==> src/rtl/fft_fixed_pkg.sv <==
// Shared fixed-point definitions for the FFT twiddle stage: word width,
// fractional bits, word/tag typedefs, scheduler states and saturation limits.
package fft_fixed_pkg;

  localparam int N = 16;
  localparam int Q = 8;

  typedef logic [N-1:0] fx_t;

  // Product tag: identifies which of the four partial products a result is.
  typedef logic [1:0] tag_t;

  typedef enum logic [1:0] {
    IDLE,
    ISSUE,
    DRAIN,
    OUT
  } state_e;

  localparam fx_t SAT_MAX = {1'b0, {(N-1){1'b1}}};
  localparam fx_t SAT_MIN = {1'b1, {(N-1){1'b0}}};

endpackage

==> src/rtl/fixed_mul_pipe.sv <==
// Sign-magnitude truncating fixed-point multiplier with exactly MUL_LAT
// register stages. A valid bit and a 2-bit product tag travel with each product.
module fixed_mul_pipe
  import fft_fixed_pkg::*;
#(
  parameter int N       = fft_fixed_pkg::N,
  parameter int Q       = fft_fixed_pkg::Q,
  parameter int MUL_LAT = 2
) (
  input  logic         i_clk,
  input  logic         i_rst,
  input  logic         i_valid,
  input  logic [N-1:0] i_a,
  input  logic [N-1:0] i_b,
  input  tag_t         i_tag,
  output logic         o_valid,
  output logic [N-1:0] o_p,
  output tag_t         o_tag
);

  logic [N-1:0]   mag_a;
  logic [N-1:0]   mag_b;
  logic [2*N-1:0] prod;
  logic [N-1:0]   trunc;
  logic [N-1:0]   prod_s;

  logic [N-1:0] p_q   [MUL_LAT];
  logic         vld_q [MUL_LAT];
  tag_t         tag_q [MUL_LAT];

  // Magnitude multiply, keep bits [N-1+Q:Q] (truncation toward zero), re-apply sign.
  always_comb begin
    // NOTE: always_comb uses blocking '=' and assigns every output on every path, so no latch is inferred.
    mag_a  = i_a[N-1] ? (~i_a + 1'b1) : i_a;
    mag_b  = i_b[N-1] ? (~i_b + 1'b1) : i_b;
    prod   = {{N{1'b0}}, mag_a} * {{N{1'b0}}, mag_b};
    trunc  = N'(prod >> Q);
    prod_s = (i_a[N-1] ^ i_b[N-1]) ? (~trunc + 1'b1) : trunc;
  end

  // Pipeline stages; all cleared on reset so no in-flight product survives a flush.
  always_ff @(posedge i_clk or posedge i_rst) begin
    if (i_rst) begin
      // NOTE: the stage arrays are reset element by element because a stale valid bit must never escape a flush.
      for (int i = 0; i < MUL_LAT; i++) begin
        p_q[i]   <= '0;
        vld_q[i] <= 1'b0;
        tag_q[i] <= '0;
      end
    end else begin
      // NOTE: sequential state uses non-blocking '<=' so every stage samples the previous stage's old value.
      p_q[0]   <= prod_s;
      vld_q[0] <= i_valid;
      tag_q[0] <= i_tag;
      for (int i = 1; i < MUL_LAT; i++) begin
        p_q[i]   <= p_q[i-1];
        vld_q[i] <= vld_q[i-1];
        tag_q[i] <= tag_q[i-1];
      end
    end
  end

  assign o_p     = p_q[MUL_LAT-1];
  assign o_valid = vld_q[MUL_LAT-1];
  assign o_tag   = tag_q[MUL_LAT-1];

endmodule

==> src/rtl/cmul_scheduler.sv <==
// Complex multiplier (a * w) for the FFT twiddle stage. The four real products
// share one pipelined multiplier and are recombined into Q-format results.
// Optional macro CMUL_SATURATE_EN: saturating k1/k3 accumulation plus o_ovf.
module cmul_scheduler
  import fft_fixed_pkg::*;
#(
  parameter int N       = fft_fixed_pkg::N,
  parameter int Q       = fft_fixed_pkg::Q,
  parameter int MUL_LAT = 2
) (
  input  logic         i_clk,
  input  logic         i_rst,
  input  logic         i_valid,
  output logic         o_ready,
  input  logic [N-1:0] i_a_re,
  input  logic [N-1:0] i_a_im,
  input  logic [N-1:0] i_w_re,
  input  logic [N-1:0] i_w_im,
  output logic         o_valid,
  input  logic         i_ready,
  output logic [N-1:0] o_re,
  output logic [N-1:0] o_im
`ifdef CMUL_SATURATE_EN
  ,
  output logic         o_ovf
`endif
);

  state_e state_q, state_d;
  tag_t   issue_cnt_q, issue_cnt_d;
  tag_t   ret_cnt_q;

  logic [N-1:0] a_re_q, a_im_q, w_re_q, w_im_q;
  logic [N-1:0] re_acc_q, re_acc_d;
  logic [N-1:0] im_acc_q, im_acc_d;

  logic [N-1:0] mul_a, mul_b;
  logic         mul_vld;
  logic         prod_vld;
  logic [N-1:0] prod;
  tag_t         prod_tag;
  logic         accept;

  logic [N-1:0] re_sub;
  logic [N-1:0] im_add;

`ifdef CMUL_SATURATE_EN
  localparam logic [N-1:0] SAT_HI = {1'b0, {(N-1){1'b1}}};
  localparam logic [N-1:0] SAT_LO = {1'b1, {(N-1){1'b0}}};
  logic ovf_q, ovf_d;
  logic re_ovf, im_ovf;
`endif

  assign accept  = i_valid && (state_q == IDLE);
  assign o_ready = (state_q == IDLE);
  assign o_valid = (state_q == OUT);
  assign o_re    = re_acc_q;
  assign o_im    = im_acc_q;
`ifdef CMUL_SATURATE_EN
  assign o_ovf   = ovf_q;
`endif

  // FSM next state and issue counter.
  always_comb begin
    state_d     = state_q;
    issue_cnt_d = issue_cnt_q;
    unique case (state_q)
      IDLE: begin
        if (i_valid) begin
          state_d     = ISSUE;
          issue_cnt_d = '0;
        end
      end
      ISSUE: begin
        issue_cnt_d = issue_cnt_q + 2'd1;
        if (issue_cnt_q == 2'd3) state_d = DRAIN;
      end
      DRAIN: begin
        if (prod_vld && prod_tag == 2'd3) state_d = OUT;
      end
      OUT: begin
        if (i_ready) state_d = IDLE;
      end
      default: state_d = IDLE;
    endcase
  end

  // State and issue-counter registers.
  always_ff @(posedge i_clk or posedge i_rst) begin
    if (i_rst) begin
      state_q     <= IDLE;
      issue_cnt_q <= '0;
    end else begin
      state_q     <= state_d;
      issue_cnt_q <= issue_cnt_d;
    end
  end

  // Operand capture on accept; held until the next accept.
  always_ff @(posedge i_clk or posedge i_rst) begin
    if (i_rst) begin
      a_re_q <= '0;
      a_im_q <= '0;
      w_re_q <= '0;
      w_im_q <= '0;
    end else if (accept) begin
      a_re_q <= i_a_re;
      a_im_q <= i_a_im;
      w_re_q <= i_w_re;
      w_im_q <= i_w_im;
    end
  end

  // Operand mux: k0 a_re*w_re, k1 a_im*w_im, k2 a_re*w_im, k3 a_im*w_re.
  always_comb begin
    mul_a = a_re_q;
    mul_b = w_re_q;
    unique case (issue_cnt_q)
      2'd1:    begin mul_a = a_im_q; mul_b = w_im_q; end
      2'd2:    begin mul_a = a_re_q; mul_b = w_im_q; end
      2'd3:    begin mul_a = a_im_q; mul_b = w_re_q; end
      default: begin mul_a = a_re_q; mul_b = w_re_q; end
    endcase
  end

  assign mul_vld = (state_q == ISSUE);

  fixed_mul_pipe #(
    .N       (N),
    .Q       (Q),
    .MUL_LAT (MUL_LAT)
  ) u_mul (
    .i_clk   (i_clk),
    .i_rst   (i_rst),
    .i_valid (mul_vld),
    .i_a     (mul_a),
    .i_b     (mul_b),
    .i_tag   (issue_cnt_q),
    .o_valid (prod_vld),
    .o_p     (prod),
    .o_tag   (prod_tag)
  );

  assign re_sub = re_acc_q - prod;
  assign im_add = im_acc_q + prod;

`ifdef CMUL_SATURATE_EN
  assign re_ovf = (re_acc_q[N-1] != prod[N-1]) && (re_sub[N-1] != re_acc_q[N-1]);
  assign im_ovf = (im_acc_q[N-1] == prod[N-1]) && (im_add[N-1] != im_acc_q[N-1]);
`endif

  // Accumulator update, selected by the returned-product counter.
  always_comb begin
    re_acc_d = re_acc_q;
    im_acc_d = im_acc_q;
`ifdef CMUL_SATURATE_EN
    ovf_d    = accept ? 1'b0 : ovf_q;
`endif
    if (prod_vld) begin
      unique case (ret_cnt_q)
        2'd0: re_acc_d = prod;
        2'd1: begin
          re_acc_d = re_sub;
`ifdef CMUL_SATURATE_EN
          if (re_ovf) begin
            re_acc_d = re_acc_q[N-1] ? SAT_LO : SAT_HI;
            ovf_d    = 1'b1;
          end
`endif
        end
        2'd2: im_acc_d = prod;
        default: begin
          im_acc_d = im_add;
`ifdef CMUL_SATURATE_EN
          if (im_ovf) begin
            im_acc_d = im_acc_q[N-1] ? SAT_LO : SAT_HI;
            ovf_d    = 1'b1;
          end
`endif
        end
      endcase
    end
  end

  // Accumulator, overflow flag and returned-product counter registers.
  always_ff @(posedge i_clk or posedge i_rst) begin
    if (i_rst) begin
      re_acc_q  <= '0;
      im_acc_q  <= '0;
      ret_cnt_q <= '0;
`ifdef CMUL_SATURATE_EN
      ovf_q     <= 1'b0;
`endif
    end else begin
      re_acc_q <= re_acc_d;
      im_acc_q <= im_acc_d;
      if (prod_vld) ret_cnt_q <= ret_cnt_q + 2'd1;
`ifdef CMUL_SATURATE_EN
      ovf_q    <= ovf_d;
`endif
    end
  end

endmodule
==> config.mk <==
export PLATFORM = sky130hd
export DESIGN_NAME = cmul_scheduler
export DESIGN_NICKNAME = d
export VERILOG_FILES = /design/src/rtl/fft_fixed_pkg.sv /design/src/rtl/fixed_mul_pipe.sv /design/src/rtl/cmul_scheduler.sv
export SDC_FILE = /design/constraint.sdc
export NUM_CORES = 1
export LEC_CHECK = 0
export CAP_MARGIN = 20
export CORE_MARGIN = 5
export CORE_UTILIZATION = 55
export CTS_CLUSTER_SIZE = 8
export DETAILED_ROUTE_END_ITERATION = 10
export GPL_TIMING_DRIVEN = 0
export PLACE_DENSITY = 0.76
export SYNTH_ARGS = -nofsm -noshare
export SYNTH_HDL_FRONTEND = slang
export SYNTH_SLANG_ARGS = --single-unit
==> constraint.sdc <==
create_clock -name i_clk -period 12.26 [get_ports i_clk]
set_input_delay 3.065 -clock i_clk [delete_from_list [all_inputs] [get_ports i_clk]]
set_output_delay 3.065 -clock i_clk [all_outputs]
set_load 0.05 [all_outputs]
run_1/m1.png
Drawn at 1.5 px/µm. Supply wires on this layer in grey.
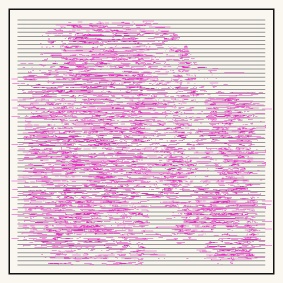
main direction = horizontal
wire length on this layer = 15000 µm
GRT met1 Usage: 30.9%
Via Count: 11600
total wire length: 36.5 mm

run_1/clock_wires.png
Drawn at 2 px/µm.
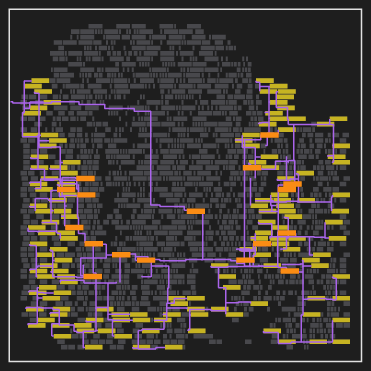
orange -> clock-net drivers  # count 17
purple -> clock wires  # length 2070 µm
yellow -> flip-flops  # count 140
routed clock nets = 18
Clock Skews: 20.9 ps
P_clk: 506 µW
clock network power share: 50.6%

run_1/m3.png
Drawn at 3 px/µm.
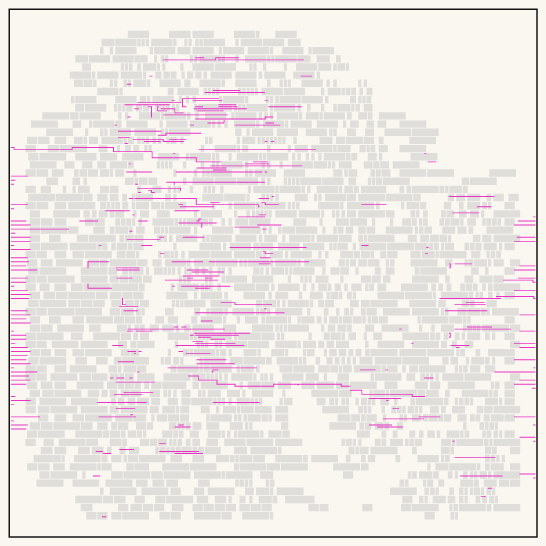
share of all routed wire = 5.6%
longest straight run = 38.9 µm
nets with wire on the layer = 192
main direction = horizontal
wire length on this layer = 2040 µm
GR Util met3: 4.15%

run_1/clock_nets.png
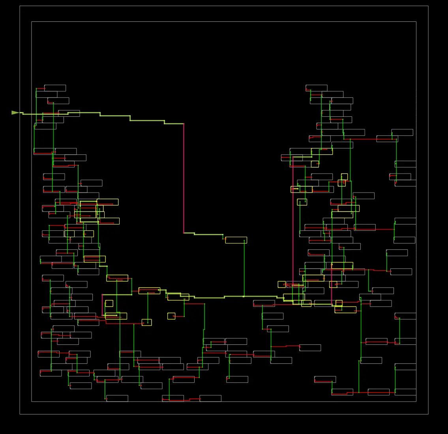
Sink Count: 140
# clk buffers: 17
TritonCTS buffer count: 17

-- run 1: kinds of logic (layout without fill, tap and decap cells) --
| logic type | Yosys count | in the layout |
|---|---|---|
| and+or+nand+nor | 456 | 456 |
| xor gates and xnor gates | 99 | 99 |
| AOI/OAI and AO/OA | 216 | 216 |
| adders and majority gates | 277 | 277 |
| muxes | 110 | 110 |
| DFF | 140 | 140 |
| buffers and inverters | 301 | 435 |
-- run 1: cell type report --
type                       instances  area, µm²
timing repair buffer             102       1040
buffer                            48        204
multi-input combinational       1158      10400
tap                              341        427
fill                            2171       9870
inverter                         253        957
sequential                       140       3500
clock inverter                    15        141
clock buffer                      17        425
-- run 1: where the power goes --
part | switching (mW) | internal (mW)
sequential | 0 | 0.462
clock | 0.236 | 0.270
combinational | 0.0121 | 0.0197
-- run 1: critical path: cells and delay by family (launching register included) --
kind	cells	cell delay [ps]
AOI/OAI and AO/OA	6	1640
adders and majority gates	9	4020
muxes	1	270
buffers and inverters	7	1100
DFF	1	430
xor gates and xnor gates	3	1090
and+or+nand+nor	7	1650
-- run 1: Yosys cell counts, drive strengths merged, types with 3 or more instances --
cell    count
nand4       5
a41oi       4
and3        7
buf         9
ha        108
mux2i      41
nor2      128
fa        169
o21a       10
mux2       69
a21oi      65
inv       251
a211oi      3
nor2b      12
o21ai      70
nand2     179
dfrtp     140
a31oi      10
nor3       33
nand2b     24
or3         6
a21boi      5
nor4        5
or2         9
xor2       34
o22ai       3
o32ai       5
nand3       9
xnor2      65
nand3b      3
o31ai       9
a21o       12
nor3b       4
clkbuf     39
and2       22
-- run 1: routing by layer --
layer	share of wire (%)	GRT usage [%]	up-vias
met2	49	42.7	415
met4	4.0	10.2	0
met1	41	30.9	5699
li1	-	-	5404
met5	0	0	-
met3	5.6	4.15	94
==> impl_metrics.tcl, run 1 <==
# yosys + openroad results
set metrics [dict create \
    die_w_um 175 \
    yosys_cells 1599 \
    rows 60 \
    dr.first_iter.drc_count 587 \
    holdBufCountCts 0 \
    fmax_mhz 96.5 \
    htree_levels 4 \
    fin_ws_ps 1900 \
    crit_path_max_fanout 10 \
    dr.pass1.iters 5 \
    drv_cap 0 \
    synth.cell_area_um2 15000 \
    cts-root-buf "clkbuf_16" \
    xor_area_share_pct 6.06 \
    start_kind "flip-flop" \
    gp_congestion 0.989 \
    adder_share_pct 31.5 \
    routed_via_density 5.60 \
    tool_warnings 32 \
    rsz0062_at_grt "false" \
    grtUsageTotal_pct 24.7 \
    post_cts_buffers 0 \
    fp.dieH_um 175 \
    avgSynthCellArea_um2 9.41 \
    cpMaxStageDelayCell "xor2_1" \
    portBuffers 101 \
    hold_viol_final 0 \
    ant_nets 0 \
    end_kind "flip-flop" \
    vdd_drop_max_v 0.0000802 \
    path_clk_slew_ps 70 \
    cp-endpoint "u_mul.p_q[28]" \
    setup_tns_ps 0 \
    cp-startpoint "issue_cnt_q[0]" \
    min-delay-start "u_mul.p_q[26]" \
    maxSlewViolCount 0 \
    cp_common_cell "fa_1" \
    min_to "u_mul.o_p[10]" \
    die_area_um2 30800 \
    placed_cell_area_um2 16500 \
    netlist_instances 1599 \
    ys_seq_share_pct 23.3 \
    grt-ovfl-total 0 \
    crit_type "reg -> reg" \
    status "finished clean" \
    core_um2 27000 \
    post-route-period-util_pct 84.5 \
    final_cell_mix "249 x inv_1, 179 x nand2_1, 169 x fa_1" \
    worst-r2r-setup-slack_ps 1900 \
    layout_top_cell "inv_1" \
    dpl.cell_count 2042 \
    ys_warn_count 0 \
    worstPathRequired_ps 12550 \
    layout-drive-gt1-share_pct 8.66 \
    ys_ff 140 \
    antenna_cells 0 \
    syn_nets 1944 \
    hp-class "reg -> reg" \
    crit_arrival_ps 10650 \
    setup_violations 0 \
    simple_gate_share_pct 14.2 \
    synth-async-reset-ratio_pct 100 \
    nets 2065 \
    slew_headroom_pct 19.8 \
    drc 0 \
    antenna_found_initial 0 \
    grt_pass1_vias 12300 \
    r2r_end "u_mul.p_q[28]" \
    edf_count 0 \
    clock_latency_ps 440 \
    post-place-ws_ps 2000 \
    fp_util_pct 55.8 \
    yosysChipArea_um2 15000 \
    clock_path_buffers 2 \
    area_leaders "dfrtp_1 23%, fa_1 22%, ha_1 9.0%" \
    final_cells 2074 \
    wl_per_cell_um 17.6 \
    powerDensity_nw_per_um2 58.5 \
    reg2reg_depth 33 \
    dp_hpwl_mm 29.5 \
    worst_pin_slew_ps 1190 \
    cts_tree "done" \
    synthDistinctLibCells 86 \
    totalPowerFinal_uw 999 \
    slowest_delay_ps 740 \
    areaGrowthSynthToFinish_pct 13.5 \
    ys_sh_aoi_pct 9.23 \
    grt_pass1_wl_mm 61.5 \
]
run_1/util_map.png
Drawn at 2 px/µm. The die is cut into 18 by 18 equal tiles; white is low, dark blue is high, 0 to 100% covered.
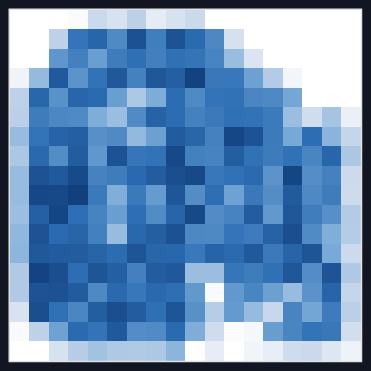

## Run 2: what changed since run 1
--- a/config.mk
+++ b/config.mk
@@ -11,7 +11,7 @@
 export CTS_CLUSTER_SIZE = 8
 export DETAILED_ROUTE_END_ITERATION = 10
 export GPL_TIMING_DRIVEN = 0
-export PLACE_DENSITY = 0.76
+export PLACE_DENSITY = 0.79
 export SYNTH_ARGS = -nofsm -noshare
 export SYNTH_HDL_FRONTEND = slang
 export SYNTH_SLANG_ARGS = --single-unit
==> constraint.sdc (replaced) <==
create_clock -name i_clk -period 9.3 [get_ports i_clk]
set_input_delay 2.325 -clock i_clk [delete_from_list [all_inputs] [get_ports i_clk]]
set_output_delay 2.325 -clock i_clk [all_outputs]
set_load 0.05 [all_outputs]
run_2/util_map.png
Drawn at 2 px/µm. The die is cut into 18 by 18 equal tiles; white is low, dark blue is high, 0 to 100% covered.
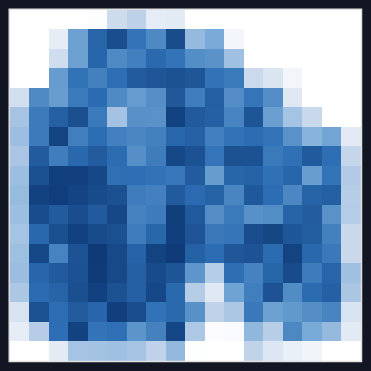
fullest tile = 96%
tiles over 75% full = 37%
emptiest ninth of the die = north-east
core area: 27000 µm²
Initial Util: 55.8%
Finished Core Util: 64.8%

==> impl_metrics.tcl, run 2 <==
# yosys + openroad results
set metrics [dict create \
    status "finished clean" \
    syn_nets 1944 \
    htree_levels 4 \
    worstPathRequired_ps 9590 \
    clock_latency_ps 430 \
    clock_skew_ps 16.1 \
    tool_warnings 32 \
    slew_headroom_pct 28.6 \
    worst-r2r-setup-slack_ps 270 \
    areaGrowthSynthToFinish_pct 16.1 \
    die_w_um 175 \
    cts-root-buf "clkbuf_16" \
    critPathBufInv 7 \
    yosysChipArea_um2 15000 \
    setup_tns_ps 0 \
    edf_count 0 \
    cp_top_family "adder cells" \
    cpMaxStageDelayCell "fa_1" \
    dr_wl_met3_mm 2.60 \
    dr.pass1.iters 6 \
    setup_violations 0 \
    dr.first_iter.drc_count 713 \
    min_to "u_mul.o_p[0]" \
    holdBufCountCts 0 \
    cts_buffers 17 \
    fp.dieH_um 175 \
    grt_util_met2_pct 43.1 \
    cts_tree "done" \
    maxSlewViolCount 0 \
    placed_cell_area_um2 16500 \
    totalPowerFinal_mw 1.32 \
    synth.cell_area_um2 15000 \
    met1_usage_pct 30.4 \
    hold_viol_final 0 \
    wl_per_cell_um 18.1 \
    antenna_cells 0 \
    synth.most_common_cell "inv_1" \
    clock_path_buffers 2 \
    avgSynthCellArea_um2 9.41 \
    synthTopCellsByCount "250 x inv_1, 179 x nand2_1, 169 x fa_1, 140 x dfrtp_1, 127 x nor2_1" \
    dp_hpwl_mm 29.5 \
    final_cell_mix "249 x inv_1, 179 x nand2_1, 169 x fa_1" \
    gp_congestion 0.977 \
    ys_seq_share_pct 23.3 \
    fin_ws_ps 267 \
    min-delay-start "u_mul.p_q[16]" \
    slowest_delay_ps 560 \
    start_kind "flip-flop" \
    post-route-period-util_pct 97.1 \
    layout_top_cell "inv_1" \
    reg2reg_depth 31 \
    synth-async-reset-ratio_pct 100 \
    nets 2079 \
    reg2reg_from "issue_cnt_q[0]" \
    worst_pin_slew_ps 1060 \
    r2r_end "u_mul.p_q[28]" \
    layout-drive-gt1-share_pct 11.7 \
    grtUsageTotal_pct 24.9 \
    synthDistinctLibCells 86 \
    drc 0 \
    cp_common_cell "fa_1" \
    portBuffers 101 \
    ys_warn_count 0 \
    end_kind "flip-flop" \
    fmax_mhz 111 \
    ys_ff 140 \
    drv_cap 0 \
    grt_pass1_wl_mm 61.8 \
    grt_pass1_vias 12500 \
    wl_met2_mm 18.6 \
    wl_met1_mm 14.9 \
    die_area_um2 30800 \
    grt-ovfl-total 0 \
    powerDensity_nw_per_um2 75.8 \
]
run_2/m3.png
Drawn at 3 px/µm.
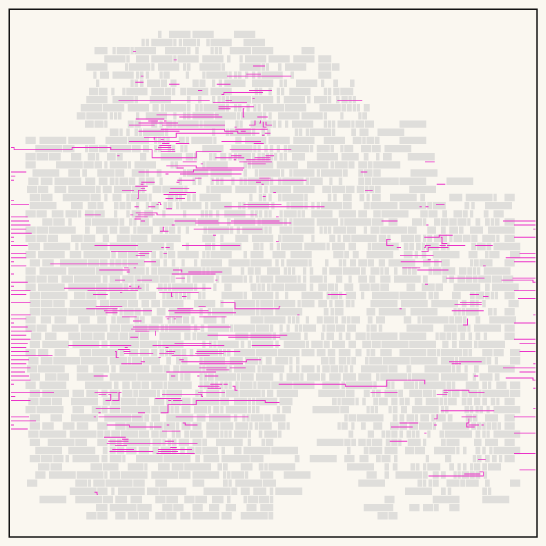
nets with wire on the layer = 233
share of all routed wire = 6.9%
GR Util met3: 3.90%
Via Count: 11900
total wire length: 37.9 mm

## run 2: cell counts after synthesis
No cell type changed its count.
## run 2: worst max path at each step
stage | start | to | slack, ps | depth (start not counted)
finish | issue_cnt_q[0] | u_mul.p_q[28] | 270 | 31
global route | issue_cnt_q[0] | u_mul.p_q[28] | -110 | 30
CTS | issue_cnt_q[1] | u_mul.p_q[28] | 30 | 32
detailed placement | issue_cnt_q[0] | u_mul.p_q[28] | -990 | 34
global placement | issue_cnt_q[0] | u_mul.p_q[28] | -820 | 33
floorplan | issue_cnt_q[0] | u_mul.p_q[28] | 250 | 35
## run 2: power breakdown
part | internal [mW] | switching [mW] | total [mW]
sequential | 0.609 | 0 | 0.609
clock | 0.358 | 0.316 | 0.673
combinational | 0.0260 | 0.0162 | 0.0422
total | 0.992 | 0.332 | 1.32
## run 2: timing repair
item | in CTS | in global routing
gates resized | 27 | 37
gates cloned | 0 | 0
buffers inserted | 4 | 11
pin swaps | 4 | 10
endpoints found under the setup margin | 10 | 7
## run 2: final cells by class
cell class	count	area, µm²
flip-flops and latches	140	3500
plain buffers	47	245
clock inverters	15	144
fillers	2108	9490
clock buffers	17	425
well taps	341	427
repair buffers	117	1150
multi-input cells	1158	10600
inverters	253	962
## run 2: cell families after synthesis
family                     Yosys count  share of synthesized area [%]
xor gates and xnor gates            99                           6.06
buffers and inverters              301                           7.68
DFF                                140                           23.3
muxes                              110                           8.05
AOI/OAI and AO/OA                  216                           9.23
and+or+nand+nor                    456                           14.2
adders and majority gates          277                           31.5
## run 2: worst reg2reg max path, delay by kind of cell (launching register included)
family,cells,cell delay (ps)
flip-flops,1,440
adder cells (fa/ha/maj),8,3480
AND/OR/NAND/NOR,7,1260
buffers and inverters,7,1010
AND-OR/OR-AND,5,1550
XOR/XNOR,3,770
multiplexers,1,360
Power figures rest on the tool's default switching activity, not on a simulated workload.
